Run 1, clock wiring as the flow saved it:
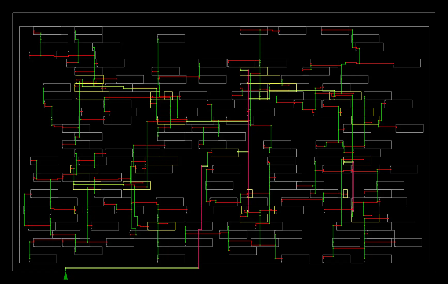
Run 1, cell sizes after repair:
Scale: 4 px per um.
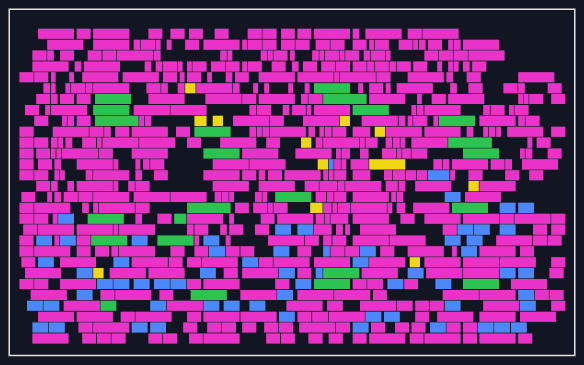
Run 1, routed metal per tile:
Scale: 3 px per um. 28 x 17 tiles, from black (low) to pale yellow (high), scaled to the fullest tile. Values are wire area over tile area, all layers added.
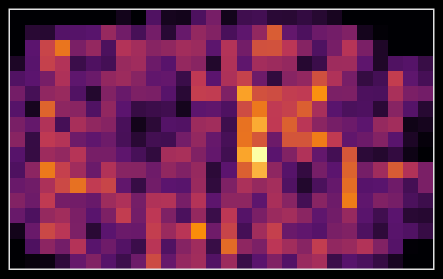
## config.mk

```make
export PLATFORM = sky130hd
export DESIGN_NAME = srl_chain_loader
export DESIGN_NICKNAME = d
export VERILOG_FILES = /design/src/rtl/srl_chain_loader.sv
export SDC_FILE = /design/constraint.sdc
export NUM_CORES = 1
export LEC_CHECK = 0
export CAP_MARGIN = 20
export CORE_ASPECT_RATIO = 0.6
export CORE_MARGIN = 2
export CORE_UTILIZATION = 53
export CTS_CLUSTER_SIZE = 14
export DETAILED_ROUTE_END_ITERATION = 10
export PLACE_DENSITY = 0.84
export SKIP_CTS_REPAIR_TIMING = 1
export SKIP_LAST_GASP = 1
export SYNTH_ARGS = -nofsm -noshare
export SYNTH_HDL_FRONTEND = slang
export SYNTH_SLANG_ARGS = --single-unit
```

## constraint.sdc

```tcl
create_clock -name clk_i -period 4 [get_ports clk_i]
set_input_delay 0.8 -clock clk_i [delete_from_list [all_inputs] [get_ports clk_i]]
set_output_delay 0.8 -clock clk_i [all_outputs]
set_load 0.01 [all_outputs]
```

## src/rtl/srl_chain_loader.sv

```systemverilog
`default_nettype none
// ============================================================================
// Module   : srl_chain_loader
// Purpose  : Run-time reloader for a cascade of NUM_SRL clock-enabled 16-bit
//            shift-register LUTs. Serialises a parallel word into the chain
//            head (MSB first) and captures the displaced old contents from
//            the chain tail, so every load is also a swap readback.
// Revision : 1.0  initial release
// ----------------------------------------------------------------------------
// Ports
//   clk_i        in   1      clock, shared with the SRL cascade
//   rst_n_i      in   1      asynchronous reset, active-low
//   load_req_i   in   1      load request, accepted while not busy
//   load_data_i  in   TOTAL  new chain contents, latched on acceptance
//   hold_i       in   1      stall shifting while high
//   busy_o       out  1      load in progress
//   done_o       out  1      one-cycle completion pulse, read_data_o valid
//   read_data_o  out  TOTAL  old chain contents displaced by the last load
//   srl_d_o      out  1      serial data to the chain head D
//   srl_ce_o     out  1      shift enable to every SRL CE
//   srl_q15_i    in   1      Q15 of the last SRL (chain tail)
// ============================================================================
module srl_chain_loader #(
  parameter  int NUM_SRL = 4,
  localparam int TOTAL   = 16 * NUM_SRL,
  localparam int CW      = $clog2(TOTAL + 1)
) (
  input  logic             clk_i,
  input  logic             rst_n_i,
  input  logic             load_req_i,
  input  logic [TOTAL-1:0] load_data_i,
  input  logic             hold_i,
  output logic             busy_o,
  output logic             done_o,
  output logic [TOTAL-1:0] read_data_o,
  output logic             srl_d_o,
  output logic             srl_ce_o,
  input  logic             srl_q15_i
);

  localparam logic [1:0] S_IDLE  = 2'd0;
  localparam logic [1:0] S_SHIFT = 2'd1;
  localparam logic [1:0] S_PAUSE = 2'd2;
  localparam logic [1:0] S_DONE  = 2'd3;

  localparam logic [CW-1:0] CNT_FULL = CW'(TOTAL);
  localparam logic [CW-1:0] CNT_ONE  = CW'(1);

  logic [1:0]       state_q, state_d;
  logic [CW-1:0]    cnt_q, cnt_d;
  logic [TOTAL-1:0] sh_q, sh_d;
  logic [TOTAL-1:0] rd_q, rd_d;
  logic             ce_q, ce_d;
  logic             busy_q, busy_d;
  logic             done_q, done_d;
  logic             accept;
  logic             last_bit;

  // A request is only honoured from IDLE or the DONE cycle; while busy it is dropped.
  assign accept   = load_req_i && ((state_q == S_IDLE) || (state_q == S_DONE));
  assign last_bit = (cnt_q <= CNT_ONE);

  // --------------------------------------------------------------------------
  // State register
  // --------------------------------------------------------------------------
  always_ff @(posedge clk_i or negedge rst_n_i) begin
    if (!rst_n_i) begin
      state_q <= S_IDLE;
    end else begin
      state_q <= state_d;
    end
  end

  // --------------------------------------------------------------------------
  // Next-state logic
  // --------------------------------------------------------------------------
  always_comb begin
    state_d = state_q;
    case (state_q)
      S_IDLE, S_DONE: begin
        if (accept) begin
          state_d = hold_i ? S_PAUSE : S_SHIFT;
        end else begin
          state_d = S_IDLE;
        end
      end
      S_SHIFT: begin
        // HOLD on the final enabled edge is deliberately ignored.
        if (last_bit) begin
          state_d = S_DONE;
        end else if (hold_i) begin
          state_d = S_PAUSE;
        end
      end
      S_PAUSE: begin
        if (!hold_i) begin
          state_d = S_SHIFT;
        end
      end
      default: state_d = S_IDLE;
    endcase
  end

  // --------------------------------------------------------------------------
  // Output logic: decoded from the next state so the flops present the
  // control outputs in the same cycle the FSM occupies that state.
  // --------------------------------------------------------------------------
  always_comb begin
    ce_d   = (state_d == S_SHIFT);
    busy_d = (state_d == S_SHIFT) || (state_d == S_PAUSE);
    done_d = (state_d == S_DONE);
  end

  // --------------------------------------------------------------------------
  // Datapath: the outgoing bit is always sh_q MSB. Q15 is sampled on the same
  // edge that shifts the SRLs, so it is the old tail bit; shifting it in at
  // the LSB leaves the first captured bit in the MSB after TOTAL captures.
  // --------------------------------------------------------------------------
  always_comb begin
    cnt_d = cnt_q;
    sh_d  = sh_q;
    rd_d  = rd_q;
    if (accept) begin
      cnt_d = CNT_FULL;
      sh_d  = load_data_i;
    end else if (state_q == S_SHIFT) begin
      if (cnt_q != '0) begin
        cnt_d = cnt_q - CNT_ONE;
      end
      sh_d = {sh_q[TOTAL-2:0], 1'b0};
      rd_d = {rd_q[TOTAL-2:0], srl_q15_i};
    end
  end

  always_ff @(posedge clk_i or negedge rst_n_i) begin
    if (!rst_n_i) begin
      cnt_q  <= '0;
      sh_q   <= '0;
      rd_q   <= '0;
      ce_q   <= 1'b0;
      busy_q <= 1'b0;
      done_q <= 1'b0;
    end else begin
      cnt_q  <= cnt_d;
      sh_q   <= sh_d;
      rd_q   <= rd_d;
      ce_q   <= ce_d;
      busy_q <= busy_d;
      done_q <= done_d;
    end
  end

  assign busy_o      = busy_q;
  assign done_o      = done_q;
  assign read_data_o = rd_q;
  assign srl_d_o     = sh_q[TOTAL-1];
  assign srl_ce_o    = ce_q;

endmodule
`default_nettype wire
```

==> impl_metrics.env, run 1 <==
# yosys + openroad results
export IMPL_status="completed"
export IMPL_grt_pass1_wl_um=20800
export IMPL_ys_cells=485
export IMPL_path_clk_slew_ns=0.06
export IMPL_comb_area_um2=2320
export IMPL_power_mw=4.30
export IMPL_place_ws_ns=1.42
export IMPL_crit_family="buffers and inverters"
export IMPL_io_pins=137
export IMPL_final_cell_mix="dfrtp_1 (140), clkdlybuf4s50_1 (135), nand2_1 (73)"
export IMPL_finalSetupTns_ns=0
export IMPL_antenna_found_initial=0
export IMPL_adder_share_pct=1.47
export IMPL_post_place_cells=736
export IMPL_fp_nets=561
export IMPL_yosys_most_used_dff="dfrtp_1"
export IMPL_logic_family="multiplexers"
export IMPL_gp_congestion=0.768
export IMPL_synth_distinct_cells=37
export IMPL_grt_max_degree=88
export IMPL_crit_buf_inv=2
export IMPL_fmax_mhz=455
export IMPL_p_per_area_nw_per_um2=535
export IMPL_rsz0062_at_grt="no"
export IMPL_cts_tree="yes"
export IMPL_syn_to_final_growth_pct=34.6
export IMPL_fin_crit_sh_pct=54.9
export IMPL_ys_sh_mux_pct=23.0
export IMPL_initialDrtViolationCount=214
export IMPL_finalNetCount=692
export IMPL_irDropWorstVdd_mv=0.370
export IMPL_fp_util_pct=55.4
export IMPL_avgViaCountPerCell=5.35
export IMPL_dpl_hpwl_um=8310
export IMPL_synth_area_um2=5970
export IMPL_aoi_share_pct=7.51
export IMPL_drtPass1Iterations=4
export IMPL_synth_chip_area_um2=5970
export IMPL_edf_count=0
export IMPL_worst_slew_pin_slew_ns=0.808
export IMPL_setup_viol=0
export IMPL_drc_errors=0
export IMPL_cts_buffer_depth=2
export IMPL_dieHeight_um=86.2
export IMPL_wl_per_cell_um=16.2
export IMPL_fin_ws_ns=1.80
export IMPL_routed_wl_um=12400
export IMPL_crit_arrival_ns=2.48
export IMPL_max_stage_delay_ns=0.70
Back to the opening pictures, 'clock wiring as the flow saved it':
Late-Pin Clk Latency: 0.41 ns
# clock sinks: 140
Layout clock buffers: 19

Back to the opening pictures, 'cell sizes after repair':
colour	size	cells	share
yellow	_3 and _4 cells	12	1.9%
green	_6 and larger	23	3.7%
magenta	_0 and _1 cells	528	84%
blue	_2 cells	64	10%
final instance area: 8030 um^2
Non-clk bufs: 142

Back to the opening pictures, 'routed metal per tile':
nearly empty tiles	6.7%
fullest tile	0.51
mean over tiles	0.16
tiles over half the peak	13%
emptiest ninth of the die	top right
vias: 4101
GRT Total Usage: 21.7%

## run 1: stage by stage
step                area (um^2)  utilization, %
finish                     8030            74.5
floorplan                  5970               -
global route               8030            74.5
detailed placement         7430            68.9
global placement           7430            68.9
CTS                        8030            74.5
## run 1: layer usage
| layer | wire length, um | part of all wire (%) | track usage (%) | vias to the layer above |
|---|---|---|---|---|
| met4 | 134 | 1.1 | 7.55 | 0 |
| met5 | 0 | 0 | 0 | - |
| met2 | 6140 | 50 | 35.9 | 77 |
| li1 | - | - | - | 1960 |
| met3 | 386 | 3.1 | 4.86 | 13 |
| met1 | 5720 | 46 | 29.0 | 2051 |
## run 1: cell usage after synthesis (2+ instances only)
cell type / count / area (um^2)
clkbuf_1: 13 / 48.8
dfrtp_1: 140 / 3500
o21ai_1: 64 / 320
nand2b_1: 2 / 12.5
mux2i_1: 65 / 651
a211o_1: 2 / 17.5
mux2_2: 60 / 676
or3_1: 2 / 12.5
ha_1: 7 / 87.6
nand2_1: 73 / 274
a21oi_1: 6 / 30.0
nor3_1: 2 / 10.0
nor2_1: 2 / 7.51
buf_2: 16 / 80.1
mux2_1: 4 / 45.0
nor2b_1: 2 / 12.5
inv_1: 5 / 18.8
## run 1: path summary, 6_finish.rpt
kind	from	end	slack, ns	depth (start not counted)
min in group clk_i	read_data_o[63]$_DFFE_PN0P_	read_data_o[63]$_DFFE_PN0P_	0.51	1
hold reg to reg	read_data_o[63]$_DFFE_PN0P_	read_data_o[63]$_DFFE_PN0P_	0.51	1
hold / removal	rst_n_i	read_data_o[37]$_DFFE_PN0P_	0.44	1
setup reg to reg	state_q[1]$_DFF_PN0_	read_data_o[45]$_DFFE_PN0P_	1.80	4
max in group asynchronous	rst_n_i	sh_q[18]$_DFFE_PN0P_	2.66	2
setup / recovery	state_q[1]$_DFF_PN0_	read_data_o[45]$_DFFE_PN0P_	1.80	4
## run 1: state kept, by name, summed over array words and instances, names as in the netlist
signal and cells:
cnt_q 7, state_q 2, busy_o 1, read_data_o 64
sh_q 64, done_o 1, srl_ce_o 1
## run 1: worst reg2reg max path: cells and delay by family, from the launching register on
kind / cells / cell delay [ns]
buf+inv: 2 / 0.83
mux: 1 / 0.46
flops: 1 / 0.43
fa+ha+maj: 1 / 0.36
## run 1: power breakdown
part,total (mW),switching (mW),internal [mW]
clock network,1.61,0.574,1.04
registers,1.84,0.171,1.67
logic,0.841,0.417,0.424
## run 1: area by class of cell
cell class / instances / share of cell area, %
multi-input cells: 309 / 28.9
well taps: 139 / 2.17
inverters: 6 / 0.280
repair buffers: 142 / 17.5
flip-flops and latches: 140 / 43.6
clock inverters: 11 / 2.12
clock buffers: 19 / 5.39
## run 1: logic make-up (layout without fill, tap and decap cells)
kind of cell / count (synthesis) / after routing
fa+ha+maj: 7 / 7
compound gates: 82 / 82
mux: 129 / 129
flops: 140 / 140
buf+inv: 36 / 178
simple gates: 91 / 91
==> run 2, diff against run 1 <==
--- a/config.mk
+++ b/config.mk
@@ -8,10 +8,10 @@
 export CAP_MARGIN = 20
 export CORE_ASPECT_RATIO = 0.6
 export CORE_MARGIN = 2
-export CORE_UTILIZATION = 53
+export CORE_UTILIZATION = 45
 export CTS_CLUSTER_SIZE = 14
 export DETAILED_ROUTE_END_ITERATION = 10
-export PLACE_DENSITY = 0.84
+export PLACE_DENSITY = 0.76
 export SKIP_CTS_REPAIR_TIMING = 1
 export SKIP_LAST_GASP = 1
 export SYNTH_ARGS = -nofsm -noshare
==> constraint.sdc (replaced) <==
create_clock -name clk_i -period 1.75 [get_ports clk_i]
set_input_delay 0.35 -clock clk_i [delete_from_list [all_inputs] [get_ports clk_i]]
set_output_delay 0.35 -clock clk_i [all_outputs]
set_load 0.01 [all_outputs]
==> run 2 against run 1 <==
Net effect: clock power up 110%; critical path type unchanged; largest cell class unchanged; clock-buffer cell count is 1 higher; total power rose by 130%.
==> impl_metrics.env, run 2 <==
# yosys + openroad results
export IMPL_status="completed"
export IMPL_edf_count=0
export IMPL_ys_cells=485
export IMPL_cap_violations=0
export IMPL_period_needed_ns=1.70
export IMPL_irDropWorstVdd_mv=0.690
export IMPL_area_leaders="dfrtp_1 (59%), mux2_2 (11%), mux2i_1 (11%)"
export IMPL_initialDrtViolationCount=197
export IMPL_min_path_type="in -> async"
export IMPL_finalSetupTns_ns=0
export IMPL_synth_distinct_cells=37
export IMPL_drive_above_1_share_pct=19.0
export IMPL_io_pins=137
export IMPL_dieHeight_um=93.2
export IMPL_dpl_hpwl_um=8480
export IMPL_crit_arrival_ns=2.04
export IMPL_cts_sinks=140
export IMPL_antenna_found_initial=0
export IMPL_final_cell_mix="dfrtp_1 (138), clkdlybuf4s50_1 (132), nand2_1 (73)"
export IMPL_worst_slew_pin_slew_ns=0.387
export IMPL_syn_to_final_growth_pct=39.4
export IMPL_synth_area_um2=5970
export IMPL_cts_tree="yes"
export IMPL_routed_wl_um=12600
export IMPL_drtPass1Iterations=4
export IMPL_fp_util_pct=46.3
export IMPL_path_clk_slew_ns=0.06
export IMPL_p_per_area_nw_per_um2=1170
export IMPL_rsz0062_at_grt="yes"
export IMPL_drc_errors=0
export IMPL_avgViaCountPerCell=5.08
export IMPL_max_stage_delay_ns=0.45
export IMPL_grt_max_degree=61
export IMPL_clock_latency_ns=0.40
export IMPL_timing_critical_path_from="cnt_q[1]$_DFFE_PN0P_"
export IMPL_grt_pass1_wl_um=20600
export IMPL_gp_congestion=0.794
export IMPL_cts_buffer_depth=2
export IMPL_fp_nets=561
export IMPL_common_cells="dfrtp_1 (140), nand2_1 (73), mux2i_1 (65)"
export IMPL_io_buffers=136
export IMPL_setup_viol=0
export IMPL_fmax_mhz=587
export IMPL_worstRegToRegCells=6
export IMPL_r2r_start="cnt_q[1]$_DFFE_PN0P_"
export IMPL_finalNetCount=706
[run 2: worst max-delay path: cells and delay by family (launching register included)]
family	cells	cell delay, ns
compound gates	2	0.50
buf+inv	2	0.17
fa+ha+maj	2	0.52
flops	1	0.45
[run 2: routing by layer]
layer	track usage [%]	share of wire (%)
met1	24.2	46
met3	4.59	4.5
met2	28.3	48
met5	0	0
met4	6.40	1.2
[run 2: cell type report]
cell class / count / area (um^2) / share of cell area (%)
clock buffer: 20 / 467 / 5.61
clock inverter: 11 / 95.1 / 1.14
inverter: 6 / 22.5 / 0.271
multi-input combinational: 309 / 2350 / 28.3
sequential: 140 / 3510 / 42.1
tap: 170 / 213 / 2.56
timing repair buffer: 156 / 1660 / 20.0
[run 2: kinds of logic (layout without fill, tap and decap cells)]
family                   Yosys count  after routing  share of synthesized area (%)
flip-flops                       140            140                           58.7
multiplexers                     129            129                           23.0
AND/OR/NAND/NOR                   91             91                           6.67
AND-OR/OR-AND                     82             82                           7.51
buffers and inverters             36            193                           2.66
adder cells (fa/ha/maj)            7              7                           1.47
[run 2: stage by stage]
stage | power (mW) | cells | worst slack [ns] | area (um^2)
final | 9.74 | 812 | 0.0465 | 8320
after global routing | 10.3 | 812 | -0.0222 | 8320
after CTS | 9.77 | 808 | -0.0214 | 8230
after detailed placement | 6.35 | 777 | -0.113 | 7670
after global placement | 6.21 | 777 | 0.0123 | 7670
after floorplan | 5.46 | 485 | -0.0111 | 6010
[run 2: power breakdown]
group          internal, mW  total, mW  switching, mW  leakage [nW]
sequential             3.83       4.21          0.387          1.82
clock                  2.05       3.37           1.32         0.273
combinational          1.13       2.15           1.02          1.56
total                  7.01       9.74           2.73          3.65
[run 2: path summary, 6_finish.rpt]
kind	to	slack [ns]
max	busy_o$_DFF_PN0_	0.05
min	sh_q[52]$_DFFE_PN0P_	0.41
max reg2reg	busy_o$_DFF_PN0_	0.05
min reg2reg	read_data_o[63]$_DFFE_PN0P_	0.51
max in group asynchronous	cnt_q[0]$_DFFE_PN0P_	0.68
min in group clk_i	sh_q[62]$_DFFE_PN0P_	0.48
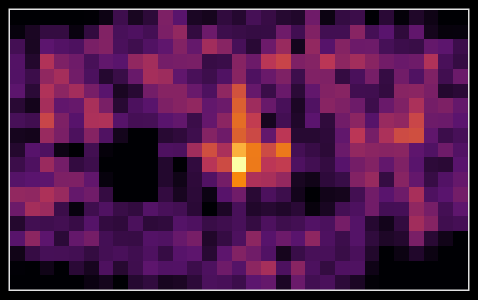
Run 2: routed metal per tile
Scale: 3 px per um. 31 x 19 tiles, from black (low) to pale yellow (high), scaled to the fullest tile. Values are wire area over tile area, all layers added.
tiles over half the peak	3.6%
fullest tile	0.62
densest ninth of the die	middle
GRT Total Usage: 17.9%
wire length per cell: 15.5 um
vias: 4122

==> run 3, diff against run 2 <==
--- a/config.mk
+++ b/config.mk
@@ -13,7 +13,6 @@
 export DETAILED_ROUTE_END_ITERATION = 10
 export PLACE_DENSITY = 0.76
 export SKIP_CTS_REPAIR_TIMING = 1
-export SKIP_LAST_GASP = 1
 export SYNTH_ARGS = -nofsm -noshare
 export SYNTH_HDL_FRONTEND = slang
 export SYNTH_SLANG_ARGS = --single-unit
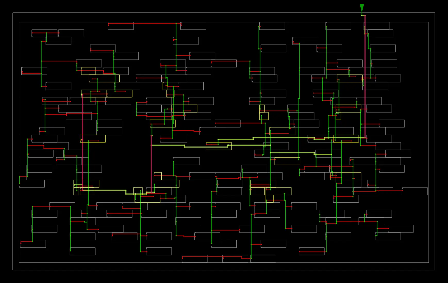
Run 3: clock wiring as the flow saved it
Late-Pin Clk Latency: 0.40 ns
clock skew: 0.00940 ns
Layout clock buffers: 20
flip-flops: 140

==> run 3 against run 2 <==
Net effect: core utilization hardly changed; synthesized cell count stayed put; register-to-register slack hardly changed; non-clock buffer count stayed put; final cell count stayed put; die size stayed put; maximum frequency is 0.19% higher; critical path type is now reg -> out; critical endpoint is now read_data_o[8]; largest cell class unchanged; largest power group unchanged; highest routed layer unchanged.
==> impl_metrics.env, run 3 <==
# yosys + openroad results
export IMPL_status="completed"
export IMPL_ys_cells=485
export IMPL_syn_to_final_growth_pct=39.4
export IMPL_crit_arrival_ns=1.35
export IMPL_synth_flops=140
export IMPL_startpoint_type="register"
export IMPL_fp_nets=561
export IMPL_final_cell_mix="dfrtp_1 (137), clkdlybuf4s50_1 (132), nand2_1 (73)"
export IMPL_avgViaCountPerCell=5.07
export IMPL_placeableCoreArea_um2=12900
export IMPL_top_area_cell="dfrtp_1"
export IMPL_finalNetCount=706
export IMPL_period_needed_ns=1.70
export IMPL_io_buffers=136
export IMPL_seq_area_frac_synth_pct=58.7
export IMPL_synth_area_um2=5970
export IMPL_cts_sinks=140
export IMPL_comb_area_um2=2350
export IMPL_dieHeight_um=93.2
export IMPL_crit_slowest_cell="clkdlybuf4s50_1"
export IMPL_cts_tree="yes"
export IMPL_switching_power_mw=2.73
export IMPL_drive_above_1_share_pct=19.2
export IMPL_fp_util_pct=46.3
export IMPL_grt_pass1_vias=4166
export IMPL_seq_area_um2=3510
export IMPL_path_clk_slew_ns=0.06
export IMPL_wl_per_cell_um=15.5
export IMPL_std_cell_rows=32
export IMPL_routed_wl_um=12600
export IMPL_max_stage_delay_ns=0.56
export IMPL_cts_buffer_depth=2
export IMPL_antenna_found_initial=0
export IMPL_path_cells="clkdlybuf4s50_1"
export IMPL_root_buffer="clkbuf_16"
export IMPL_critPathCaptureType="primary output"
export IMPL_min_path_type="in -> async"
export IMPL_r2r_slack_ns=0.05
export IMPL_finalSetupTns_ns=0
export IMPL_max_slew_margin_pct=74.0
export IMPL_vias=4120
export IMPL_leakage_nw=3.65
export IMPL_synthCells=485
export IMPL_crit_family="buffers and inverters"
export IMPL_dpl_hpwl_um=8480
export IMPL_crit_buf_inv=1
export IMPL_grt_pass1_wl_um=20600
export IMPL_cp_max_fo=3
export IMPL_gp_congestion=0.794
export IMPL_clock_power_share_pct=34.6
export IMPL_worst_slew_pin_slew_ns=0.387
export IMPL_p_per_area_nw_per_um2=1170
export IMPL_internal_power_mw=7.01
export IMPL_cap_violations=0
export IMPL_rsz0062_at_grt="yes"
export IMPL_p_sw_share_pct=28.0
export IMPL_io_pins=137
export IMPL_fillerInstances=969
export IMPL_power_mw=9.74
export IMPL_grtUsageTotal_pct=17.9
export IMPL_setup_viol=0
export IMPL_edf_count=0
export IMPL_fmax_mhz=588
export IMPL_postLayoutCoreUtil_pct=64.5
export IMPL_power_frac_comb_pct=22.1
export IMPL_drc_errors=0
export IMPL_irDropWorstVdd_mv=0.690
export IMPL_grt_max_degree=61
export IMPL_area_leaders="dfrtp_1 (59%), mux2_2 (11%), mux2i_1 (11%)"
export IMPL_synth_distinct_cells=37
export IMPL_pwr_share_seq_pct=43.3
export IMPL_initialDrtViolationCount=197
export IMPL_drtPass1Iterations=4
export IMPL_common_cells="dfrtp_1 (140), nand2_1 (73), mux2i_1 (65)"
## run 3: cell count changes in the layout (fill, tap and decap cells not counted)
cell / change
dfrtp_2: +1
dfrtp_1: -1
## run 3: path summary, 6_finish.rpt
kind                            cells past startpoint                     endpoint                   startpoint
worst min-delay path                                2         sh_q[52]$_DFFE_PN0P_                      rst_n_i
worst max-delay path                                1               read_data_o[8]   read_data_o[8]$_DFFE_PN0P_
worst max register to register                      5         cnt_q[3]$_DFFE_PN0P_         state_q[1]$_DFF_PN0_
min in group clk_i                                  3         sh_q[62]$_DFFE_PN0P_              load_data_i[62]
max in group asynchronous                           3         cnt_q[0]$_DFFE_PN0P_                      rst_n_i
worst min register to register                      1  read_data_o[63]$_DFFE_PN0P_  read_data_o[63]$_DFFE_PN0P_
## run 3: metrics by stage
step                      area (um^2)  setup WS [ns]  cells  hold slack (ns)
after floorplan                  6010        -0.0111    485           0.0544
after detailed placement         7670         -0.113    777            0.269
after CTS                        8230        -0.0214    808           -0.170
after global placement           7670         0.0123    777            0.263
final                            8320         0.0498    812            0.409
after global routing             8320        -0.0118    812            0.430
## run 3: per-layer routing
metal / routed length [um] / vias up / track usage [%]
met5: 0 / - / 0
met4: 151 / 0 / 6.40
met3: 567 / 13 / 4.59
met2: 6040 / 92 / 28.3
met1: 5790 / 2028 / 24.2
li1: - / 1987 / -
## run 3: layout make-up
type / count / area share (%)
Clock inverter: 11 / 1.14
Sequential cell: 140 / 42.2
Timing Repair Buffer: 156 / 20.0
Inverter: 6 / 0.271
Multi-Input combinational cell: 309 / 28.3
Tap cell: 170 / 2.56
Clock buffer: 20 / 5.61
## run 3: power by group through the flow
stage	clock network, mW	logic (mW)	registers (mW)
3_5_place_dp	0	2.09	4.26
4_1_cts	3.46	2.11	4.21
3_3_place_gp	0	2.00	4.21
6_report	3.37	2.15	4.21
5_1_grt	3.59	2.37	4.30
2_1_floorplan	0	1.27	4.19
## run 3: cells by family after synthesis
logic type | synth area share, %
buf+inv | 2.66
flops | 58.7
mux | 23.0
simple gates | 6.67
compound gates | 7.51
fa+ha+maj | 1.47
Power is estimated from default activity; no workload was simulated.
